File: config.mk
export PLATFORM = sky130hd
export DESIGN_NAME = blk_368cd9
export DESIGN_NICKNAME = d
export VERILOG_FILES = /design/src/rtl/blk_368cd9.sv
export SDC_FILE = /design/constraint.sdc
export NUM_CORES = 1
export LEC_CHECK = 0
export ABC_AREA = 0
export CAP_MARGIN = 20
export CORE_ASPECT_RATIO = 0.75
export CORE_MARGIN = 2
export CORE_UTILIZATION = 50
export CTS_BUF_LIST = sky130_fd_sc_hd__clkbuf_8
export CTS_CLUSTER_SIZE = 8
export DETAILED_ROUTE_END_ITERATION = 16
export GPL_TIMING_DRIVEN = 0
export PLACE_DENSITY = 0.66
export SLEW_MARGIN = 20
export SYNTH_ARGS = -nofsm -noshare
export SYNTH_HDL_FRONTEND = slang
export SYNTH_SLANG_ARGS = --single-unit
File: constraint.sdc
create_clock -name i_clk -period 19.5 [get_ports i_clk]
set_clock_uncertainty 0.1 [all_clocks]
set_input_delay 3.9 -clock i_clk [delete_from_list [all_inputs] [get_ports i_clk]]
set_output_delay 3.9 -clock i_clk [all_outputs]
set_load 0.005 [all_outputs]
File: src/rtl/blk_368cd9.sv
// rtl/blk_368cd9.sv - invsqrt segment operand issue stage with coefficient table and credit flow control
// Purpose: decodes a normalised mantissa into a segment index and an offset from the segment anchor.
//   Looks up {c0,c1} for the segment in a writable table, forms |x-a| and its sign, and presents
//   the operand set to the APM. It also tracks APM latency so that o_res_valid lines up with the
//   APM P output. Credits toward the result consumer gate acceptance, because the APM cannot stall.
// Ports:
//   i_clk, i_rst_n                 clock, async active-low reset
//   i_valid / o_ready / i_x_man    mantissa input handshake
//   i_cfg_we / i_cfg_addr /
//   i_cfg_data / o_cfg_ready       coefficient table write port ({c0,c1})
//   o_op_valid, o_a4_plus_a6_z,
//   o_a5, o_y, o_x_minus_a_is_pos  APM operand set (Z=c0, X=c1, Y=|x-a|, add/sub select)
//   o_res_valid                    APM P output valid
//   i_credit_ret, o_credit_err     consumer credit return, sticky over-return flag
module blk_368cd9 #(
  parameter int MAN_WIDTH = 52,
  parameter int SEG_BITS  = 4,
  parameter int C0_W      = 47,
  parameter int C1_W      = 22,
  parameter int Y_W       = 17,
  parameter int APM_LAT   = 2,
  parameter int CREDITS   = 4
) (
  input  logic                   i_clk,
  input  logic                   i_rst_n,
  input  logic                   i_valid,
  output logic                   o_ready,
  input  logic [MAN_WIDTH-1:0]   i_x_man,
  input  logic                   i_cfg_we,
  input  logic [SEG_BITS-1:0]    i_cfg_addr,
  input  logic [C0_W+C1_W-1:0]   i_cfg_data,
  output logic                   o_cfg_ready,
  output logic                   o_op_valid,
  output logic [C0_W-1:0]        o_a4_plus_a6_z,
  output logic [C1_W-1:0]        o_a5,
  output logic [Y_W-1:0]         o_y,
  output logic                   o_x_minus_a_is_pos,
  output logic                   o_res_valid,
  input  logic                   i_credit_ret,
  output logic                   o_credit_err
);

  localparam int CNT_W = $clog2(CREDITS + 1);
  localparam int DEPTH = 2 ** SEG_BITS;
  localparam int LOW_W = MAN_WIDTH - SEG_BITS - Y_W - 1;
  localparam logic [CNT_W-1:0] CNT_FULL = CNT_W'(CREDITS);

  logic [C0_W+C1_W-1:0] coef_tab [DEPTH];

  logic [CNT_W-1:0]     cnt;
  logic                 accept;
  logic                 cfg_wr;
  logic [SEG_BITS-1:0]  seg;
  logic [Y_W:0]         d_fld;
  logic [Y_W-1:0]       y_nxt;
  logic                 pos_nxt;
  logic                 s1_valid;
  logic [Y_W-1:0]       s1_y;
  logic                 s1_pos;
  logic [C0_W+C1_W-1:0] s1_coef;
  logic [APM_LAT-1:0]   lat_sr;
  logic                 unused_low;

  assign seg        = i_x_man[MAN_WIDTH-1 -: SEG_BITS];
  assign d_fld      = i_x_man[MAN_WIDTH-1-SEG_BITS -: Y_W+1];
  assign unused_low = ^i_x_man[LOW_W-1:0];

  // Anchor sits at 2**Y_W in the D field; the top D bit is therefore the sign of x-a.
  // Below the anchor the magnitude is 2**Y_W-D, which modulo 2**Y_W is just -D.
  // D==0 would need Y_W+1 bits, so it saturates to all-ones.
  always_comb begin
    pos_nxt = d_fld[Y_W];
    y_nxt   = d_fld[Y_W-1:0];
    if (d_fld == '0) begin
      y_nxt = '1;
    end else if (!d_fld[Y_W]) begin
      y_nxt = {Y_W{1'b0}} - d_fld[Y_W-1:0];
    end
  end

  // o_ready deliberately ignores i_valid; a config write steals the cycle.
  assign o_ready     = (cnt != '0) & ~i_cfg_we;
  assign accept      = i_valid & o_ready;
  assign o_cfg_ready = ~s1_valid & ~o_op_valid & ~(|lat_sr);
  assign cfg_wr      = i_cfg_we & o_cfg_ready;
  assign o_res_valid = lat_sr[APM_LAT-1];

  // Table contents survive reset, so this array has no reset term.
  always_ff @(posedge i_clk) begin
    if (cfg_wr) begin
      coef_tab[i_cfg_addr] <= i_cfg_data;
    end
  end

  always_ff @(posedge i_clk or negedge i_rst_n) begin
    if (!i_rst_n) begin
      s1_valid           <= 1'b0;
      s1_y               <= '0;
      s1_pos             <= 1'b0;
      s1_coef            <= '0;
      o_op_valid         <= 1'b0;
      o_a4_plus_a6_z     <= '0;
      o_a5               <= '0;
      o_y                <= '0;
      o_x_minus_a_is_pos <= 1'b0;
      lat_sr             <= '0;
    end else begin
      s1_valid <= accept;
      if (accept) begin
        s1_y    <= y_nxt;
        s1_pos  <= pos_nxt;
        s1_coef <= coef_tab[seg];
      end
      o_op_valid <= s1_valid;
      if (s1_valid) begin
        o_a4_plus_a6_z     <= s1_coef[C0_W+C1_W-1:C1_W];
        o_a5               <= s1_coef[C1_W-1:0];
        o_y                <= s1_y;
        o_x_minus_a_is_pos <= s1_pos;
      end
      // Delay line mirrors the APM pipeline; every op shifts through, so none are lost.
      lat_sr <= (lat_sr << 1) | APM_LAT'(o_op_valid);
    end
  end

  always_ff @(posedge i_clk or negedge i_rst_n) begin
    if (!i_rst_n) begin
      cnt          <= CNT_FULL;
      o_credit_err <= 1'b0;
    end else begin
      if (accept && !i_credit_ret) begin
        cnt <= cnt - CNT_W'(1);
      end else if (!accept && i_credit_ret) begin
        // An over-return is a consumer bug: hold the count and flag it.
        if (cnt == CNT_FULL) begin
          o_credit_err <= 1'b1;
        end else begin
          cnt <= cnt + CNT_W'(1);
        end
      end
    end
  end

endmodule

==> summary.txt, run 1 <==
Implementation status.

- The adder-cell share of the synthesized area is 0.118%.
- The classification of the worst-slack hold path is register to register.
- Across all register-to-register paths, the minimum setup slack is 15600 ps.
- The worst path required time is 15500 ps.
- For reference, simple AND, OR, NAND and NOR cells occupy 2.09% of the area reported after synthesis.
- The clock-pin slew on the worst setup and hold paths is 50 ps.
- The cell with the largest stage delay on the worst path is clkdlybuf4s50_1.
- The category of cells accounting for the largest share of critical-path delay is buffers and inverters.
- Summing over the stages, the warning tally comes to 58.
- According to the timing report, the arrival time at the worst endpoint equals 5270 ps.
- The category of the worst setup path capture point is an output pin.
- Across the VDD grid, the largest voltage drop is 0.0672 mV.
- The synthesis run shows the most used standard cells to be 1104 x edfxtp_1, 206 x mux4_2, 181 x dfrtp_1, 139 x mux2i_1, 127 x a22oi_1.
- The synthesized instance count is 2358.
- The top cell type by area accounts for 68.2% of the synthesized area.
- The peak clock frequency supported by timing is 108 MHz.
- The number of violations of the max-capacitance limit is 0.
- The cts-stage hold buffer count is 0.
- The power density normalized to cell area is 104 nW/um^2.
- The number of remaining DRC errors is 0.
- The maximum level of the CTS H-tree is 4.
- The starting utilization of the core area is 50.7%.
- The cell type contributing the most total cell area after synthesis is edfxtp_1.
- In this run the horizontal extent of the chip is 364 um.
- The post-cts repair resize count is 0.
- The total negative slack is 0 ps.
- The top-level I/O count is 222.
- The area of the mapped netlist is 48600 sq um.
- According to the report, the first pass of detailed routing completed in 5 iterations.
- On the worst path, the slowest cell contributes a delay of 550 ps.
- The initial antenna violation count is 7.
- Per the detail_route report, vias per standard cell equal 5.84.
- The placed instance count is 3940.
- Of the synthesized area, sequential elements account for 77.6%.
- Per the post-synthesis report, the nets total 2492.
- The path type of the worst setup path is primary input to output pin.
- The overall die height is 274 um.
- The report gives the cell count of the worst hold path as 0.
- The wire-length estimate of the detail-placed layout is 76000 um.
- The row count is 98.
- The time the worst path needs with I/O delays and setup is 9270 ps.
- The final-report setup violation count is 0.
- The AND-OR/OR-AND share of the synthesized area is 4.02%.
- Of the total synthesized cell area, the portion taken by XOR and XNOR cells is 0.234%.
- The first global-routing pass estimated 169000 um of wire.
- The prevailing post-synth register cell is edfxtp_1.
- The number of cells on the critical path is 3.
- The most numerous logic cell after layout is edfxtp_1.
- The routed wirelength normalized by instance count is 27.1 um.
- After the last flow step, the layout net total stands at 2965.
- In the final layout, flip-flops and latches occupy 37700 sq um.
- The highest net fanout along the worst path is 4.
- Per the post-synthesis stats, the area per cell is 20.6 sq um.
- In this run the layout overhead on the synthesized area is reported as 17.6%.
- The initial detailed-routing violation count is 2612.
- The clock tree from TritonCTS is yes.
- The total setup buffers inserted after CTS is 0.
- The number of global-route vias before repair was 25800.
- The post-route worst setup slack is 10230 ps.
- The most common cell in the synthesized netlist is edfxtp_1.
- The post-route netlist has 24.8% of its cells at a drive strength greater than 1.
- The count of final max-slew check failures is 0.
- The area used by multi-input combinational logic is 10300 sq um.
- After its last routability iteration, the placer logged a weighted congestion of 0.781.
- The global routing usage summed across all routing layers is 23.7%.
- The worst path uses 47.5% of the clock period.
- Recorded from the global router log, the overflow total was 0.
- In this run the tightest slew margin relative to its limit is 26.6%.
- Synthesis inferred 1286 register bits.
- Setup repair after global routing left no endpoint under its margin.
- According to the Yosys statistics, the synthesized design has a chip area of 48600 sq um.
- The worst setup path is launched from a primary input.
- The total of buffers placed on input and output ports is 190.
- The worst-margin pin slew is 1100 ps.
- The yosys synthesis warning count is 0.
- Ranking logic cells in the layout by count gives the top entries 1104 x edfxtp_1, 206 x mux4_2, 202 x clkbuf_8.
- Traced cell by cell, the critical path runs through clkdlybuf4s50_1 > nor2_1 > clkdlybuf4s50_1.
- The root buffer cell chosen for the clock tree is clkbuf_8.
- The run finished with clean final reports.
- The cell that appears most often on the critical path is clkdlybuf4s50_1.
- Entering global routing, the biggest net connects 72 pins.
- The worst register-to-register path depth is 9.
- The source-to-sink clock delay at the later pin of the worst-skew pair is 840 ps.
- The post-synthesis mux area share is 14.4%.
- The critical path contains buffers and inverters numbering 2 combined.
- The maximum number of buffers from clock root to sink is 3.
- Of the combinational cells, the family taking the most area is multiplexers.
- The area of the placeable core is 95800 sq um.
- Per the synth stats, the proportion of register bits with asynchronous set or reset is 14.2%.
- In the final report, the number of hold violations comes to 0.
- The number of filler instances in the final layout is 6833.
- The number of distinct library cell variants in the gate-level netlist after synthesis is 54.
- The setup slack after placement is 10220 ps.
- In this run, synthesis inferred 1104 flip-flops with an integrated enable.
- The detail route stage leaves a number of antenna-violating nets equal to 0.
- The number of cell instances after yosys synthesis is 2358.
- The number of non-filler instances in the completed layout is 4290.
- The total chip power is 0.00596 W.
- After synthesis, the cell types taking the most area are edfxtp_1 68%, mux4_2 9.6%, dfrtp_1 9.3%.
- The die footprint is 99700 sq um.
- The analysis attributes to cell leakage a power of 20.0 nW.
- Per the TritonCTS log, the buffer count is 189.
- Clock tree synthesis found a total of 1286 sinks.
[run 1: flip-flops by register name, indices dropped and copies added (netlist names)]
name,flops
coef_tab,1104
s1_valid,1
cnt,3
s1_pos,1
o_y,17
s1_y,17
o_credit_err,1
o_a5,22
o_op_valid,1
lat_sr,2
o_x_minus_a_is_pos,1
s1_coef,69
o_a4_plus_a6_z,47
[run 1: kinds of logic after synthesis]
logic type                 count (synthesis)
and+or+nand+nor                          231
adders and majority gates                  4
buffers and inverters                    145
AOI/OAI and AO/OA                        247
xor gates and xnor gates                  13
DFF                                     1286
muxes                                    432
[run 1: path summary, 6_finish.rpt]
check / startpoint / endpoint
setup reg to reg: s1_valid / coef_tab[0][28]
hold / removal: s1_valid / o_op_valid
min in group asynchronous: i_rst_n / lat_sr[0]
hold reg to reg: s1_valid / o_op_valid
setup / recovery: i_cfg_we / o_ready
max in group asynchronous: i_rst_n / o_a4_plus_a6_z[4]
[run 1: where the power goes]
part           internal [W]  leakage (nW)  switching, W
registers           0.00318          12.2      0.000123
clock network      0.000953          2.17      0.000989
logic              0.000382          5.61      0.000326
total               0.00452          20.0       0.00144
[run 1: metrics by stage]
stage	utilization [%]	cell area [sq um]	hold WS (ps)
4_1_cts	59.7	57100	274
3_3_place_gp	54.4	52100	255
3_5_place_dp	56.1	53700	261
2_1_floorplan	-	48600	252
5_1_grt	59.7	57100	291
6_report	59.7	57100	271
[run 1: routing by layer]
metal,wire length [um],global-route usage (%)
met1,49300,33.8
met2,54700,36.7
met3,10100,5.67
met4,2350,6.89
met5,32,0
[run 1: layout make-up]
type                    instances  area share [%]
flip-flops and latches       1286            66.0
multi-input cells             927            18.0
plain buffers                 131            1.18
well taps                    1300            2.85
repair buffers                282            5.99
inverters                      14          0.0920
clock buffers                 202            4.87
clock inverters               145            1.07
diodes                          3          0.0131
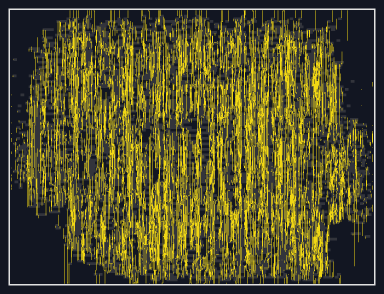
**Above:** run 1 (metal 2).
Scale: 1 px per um. Cells faint in the background.
The layer holds 47% of the routed length. The wires run mostly vertical. The layer carries 54.7 mm of wire. 2608 nets have wire on it. The longest straight run is 139 um.
aggregate routed wire length: 116000 um
global-route met2 utilization: 36.7%
detailed-route via count: 25000

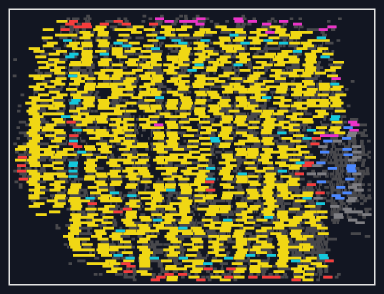
**Above:** run 1 (where the registers sit).
Scale: 1 px per um.
Key: o_a4_plus_a6_z = red [sequential cells 47, where all over the die]; o_a5 = magenta [sequential cells 22]; s1_coef = cyan [sequential cells 69, where all over the die]; coef_tab = yellow [sequential cells 1104, where all over the die]; s1_y = blue [sequential cells 17, where east]
Another 27 sequential cells are not coloured.

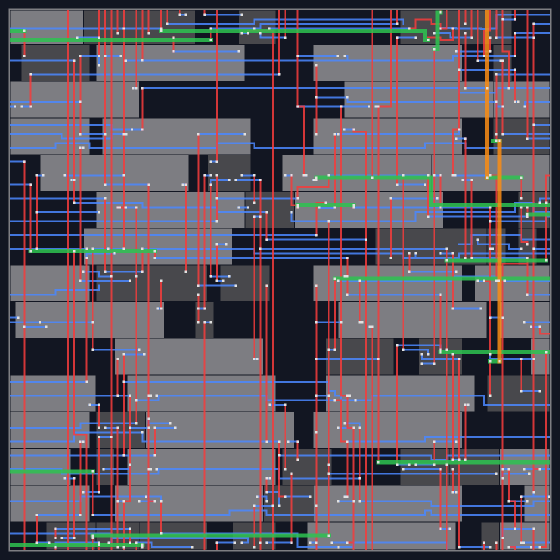
**Above:** run 1 (close-up of the layout).
Region (162, 172) to (202, 212) um. Cells in grey, sequential cells in the stronger grey; small squares are vias.
Key: M4 = orange; M1 = blue; M3 = green; M2 = red
Most frequent: edfxtp_1 (30), mux2i_1 (8). Sequential cells in the window: 30. Netlist names of flops here include coef_tab (30). 59 logic cells have their middle in the window.

## Run 2: what changed since run 1
==> constraint.sdc (replaced) <==
create_clock -name i_clk -period 9.1 [get_ports i_clk]
set_clock_uncertainty 0.1 [all_clocks]
set_input_delay 1.82 -clock i_clk [delete_from_list [all_inputs] [get_ports i_clk]]
set_output_delay 1.82 -clock i_clk [all_outputs]
set_load 0.005 [all_outputs]
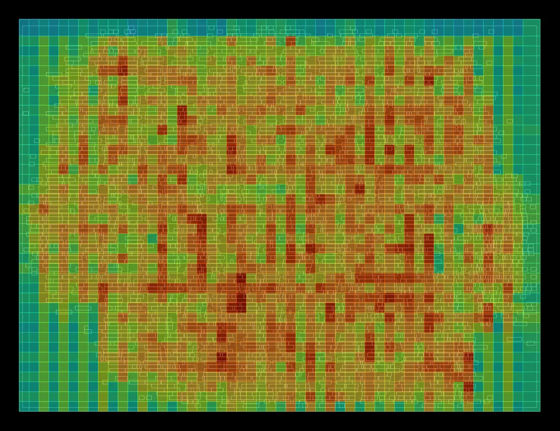
**Above:** run 2 (congestion heat map).
global routing met1 resource utilization: 33.8%
met3 track demand over resource in global routing: 5.67%

==> run 2 against run 1 <==
Worst hold slack stayed put. Critical path depth stayed put. Sequential share of layout area stayed put. Total power is 110% higher. Routed wire length stayed put.
==> summary.txt, run 2 <==
Implementation status.

- The flow ran to the end, and the final reports show no timing, DRC or antenna violations.
- The completed layout was analyzed and its total power is 0.0128 W.
- The largest net degree at the start of global routing is 72.
- The report lists the number of standard-cell rows as 98.
- The startpoint of the tightest hold check path is s1_valid.
- STA lists the maximum fanout along the critical path as 4.
- The number of cell instances after yosys synthesis is 2358.
- The total of buffers placed on input and output ports is 190.
- The maximum level of the CTS H-tree is 4.
- The synthesized netlist handed to floorplanning was reported with a cell count of 2358.
- Of the available clock period, the critical path in the final layout requires 56.2%.
- Yosys reports that the leading cell type by area covers 68.2% of the netlist area.
- The number of non-filler instances in the completed layout is 4290.
- After filler insertion, the fill cell instance count of the layout stands at 6833.
- The cell at the root of the clock tree is clkbuf_8.
- Nets still carrying antenna violations after routing amount to 0.
- The final max-slew violation count recorded for this run is 0.
- The worst path required time is 7180 ps.
- By instance count, the leading cell after synthesis is edfxtp_1.
- The die footprint is 99700 sq um.
- Averaged over all synthesized cells, the footprint is 20.6 sq um.
- The worst setup path is launched from a primary input.
- The classification of the worst-slack hold path is register to register.
- The post-route worst hold slack is 271 ps.
- The placed instance count is 3940.
- The post-synth net total is 2492.
- The final report gives the core utilization as 59.7%.
- The overall die height is 274 um.
- The registers reported with the highest flop counts are coef_tab: 1104 flops, s1_coef: 69 flops, o_a4_plus_a6_z: 47 flops.
- The setup slack after placement is 3890 ps.
- The number of vias per cell after detailed routing is 5.84.
- The detailed router placed 25000 vias in this run.
- The final-report setup violation count is 0.
- Leaving out fill and tap cells, the most frequent cells in the layout are 1104 x edfxtp_1, 206 x mux4_2, 202 x clkbuf_8.
- The number of nets in the layout is 2965.
- The most numerous logic cell after layout is edfxtp_1.
- The initial antenna violation count is 7.
- The detailed router reported a total wirelength of 116000 um.
- Per the detailed placement report, the placed cell area equals 53700 sq um.
- The total negative slack is 0 ps.
- The Yosys chip area is 48600 sq um.
- By area the synthesized netlist is led by edfxtp_1 68%, mux4_2 9.6%, dfrtp_1 9.3%.
- The die width is 364 um.
- The starting utilization of the core area is 50.7%.
- Of all cell types, the one taking the most synthesized area is edfxtp_1.
- According to the report, the first pass of detailed routing completed in 5 iterations.
- Per the power-grid run, VDD falls by no more than 0.144 mV.
- Timing would allow up to 196 MHz.
- Global routing used 23.7% of the available tracks.
- The netlist uses 54 different library cells.
- The register with the most flip-flops is coef_tab.
- The leakage dissipation is 20.0 nW.
- The TritonCTS sink count is 1286.
- The fraction of layout cells with a size suffix above 1 is 24.8%.
- The wire length of the first global-routing pass is 169000 um.
- In this run the post-CTS setup repair buffer count came out at 0.
- The script computed a power per unit cell area of 223 nW/um^2.
- In this run, post-CTS repair resized a total of 0 instances.
- For the finished layout, the period the worst path requires is 5110 ps.
- The routability congestion estimate is 0.781.
- The post-synthesis async set-or-reset flop share is 14.2%.
- The post-synth register bit count is 1286.
- The post-synth count of flops with an enable pin is 1104.
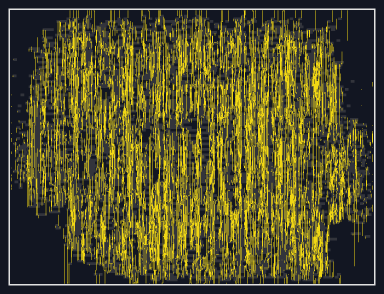
**Above:** run 2 (metal 2).
Scale: 1 px per um. Cells faint in the background.
The layer holds 47% of the routed length. The longest straight run is 139 um. The wires run mostly vertical. The layer carries 54.7 mm of wire. 2608 nets have wire on it.

==> run 2: worst max-delay path, stage by stage <==
cell and delay [ps]:
clkdlybuf4s50_1 530, nor2_1 290, clkdlybuf4s50_1 550
==> run 2: worst paths after layout <==
| kind | endpoint | slack, ps | cells after the start |
|---|---|---|---|
| setup reg to reg | coef_tab[0][28] | 5200 | 9 |
| min in group asynchronous | lat_sr[0] | 820 | 1 |
| setup / recovery | o_ready | 3990 | 3 |
| hold reg to reg | o_op_valid | 270 | 0 |
| max in group asynchronous | o_a4_plus_a6_z[4] | 7260 | 2 |
| hold / removal | o_op_valid | 270 | 0 |
==> run 2: cells by family (layout without fill, tap and decap cells) <==
| family | after synthesis | after routing | synth area share [%] |
|---|---|---|---|
| compound gates | 247 | 247 | 4.02 |
| xor+xnor | 13 | 13 | 0.234 |
| fa+ha+maj | 4 | 4 | 0.118 |
| buf+inv | 145 | 774 | 1.49 |
| flops | 1286 | 1286 | 77.6 |
| mux | 432 | 432 | 14.4 |
| other cells | 0 | 3 | 0 |
| simple gates | 231 | 231 | 2.09 |
==> run 2: area by class of cell <==
type	count	area, sq um	share of cell area [%]
clock buffers	202	2780	4.87
clock inverters	145	611	1.07
flip-flops and latches	1286	37700	66.0
repair buffers	282	3420	5.99
plain buffers	131	676	1.18
inverters	14	52.6	0.0920
diodes	3	7.51	0.0131
multi-input cells	927	10300	18.0
well taps	1300	1630	2.85
==> run 2: metal layers <==
layer	vias to the layer above	GRT usage (%)	share of wire [%]	wire [um]
met4	6	6.89	2.0	2350
met1	13100	33.8	42	49300
li1	10600	-	-	-
met5	-	0	0.027	32
met2	1140	36.7	47	54700
met3	163	5.67	8.7	10100
==> run 2: where the power goes <==
group	internal (W)	switching [W]
logic	0.000819	0.000699
registers	0.00682	0.000263
clock network	0.00204	0.00212
total	0.00968	0.00308
Power is estimated from default activity; no workload was simulated.
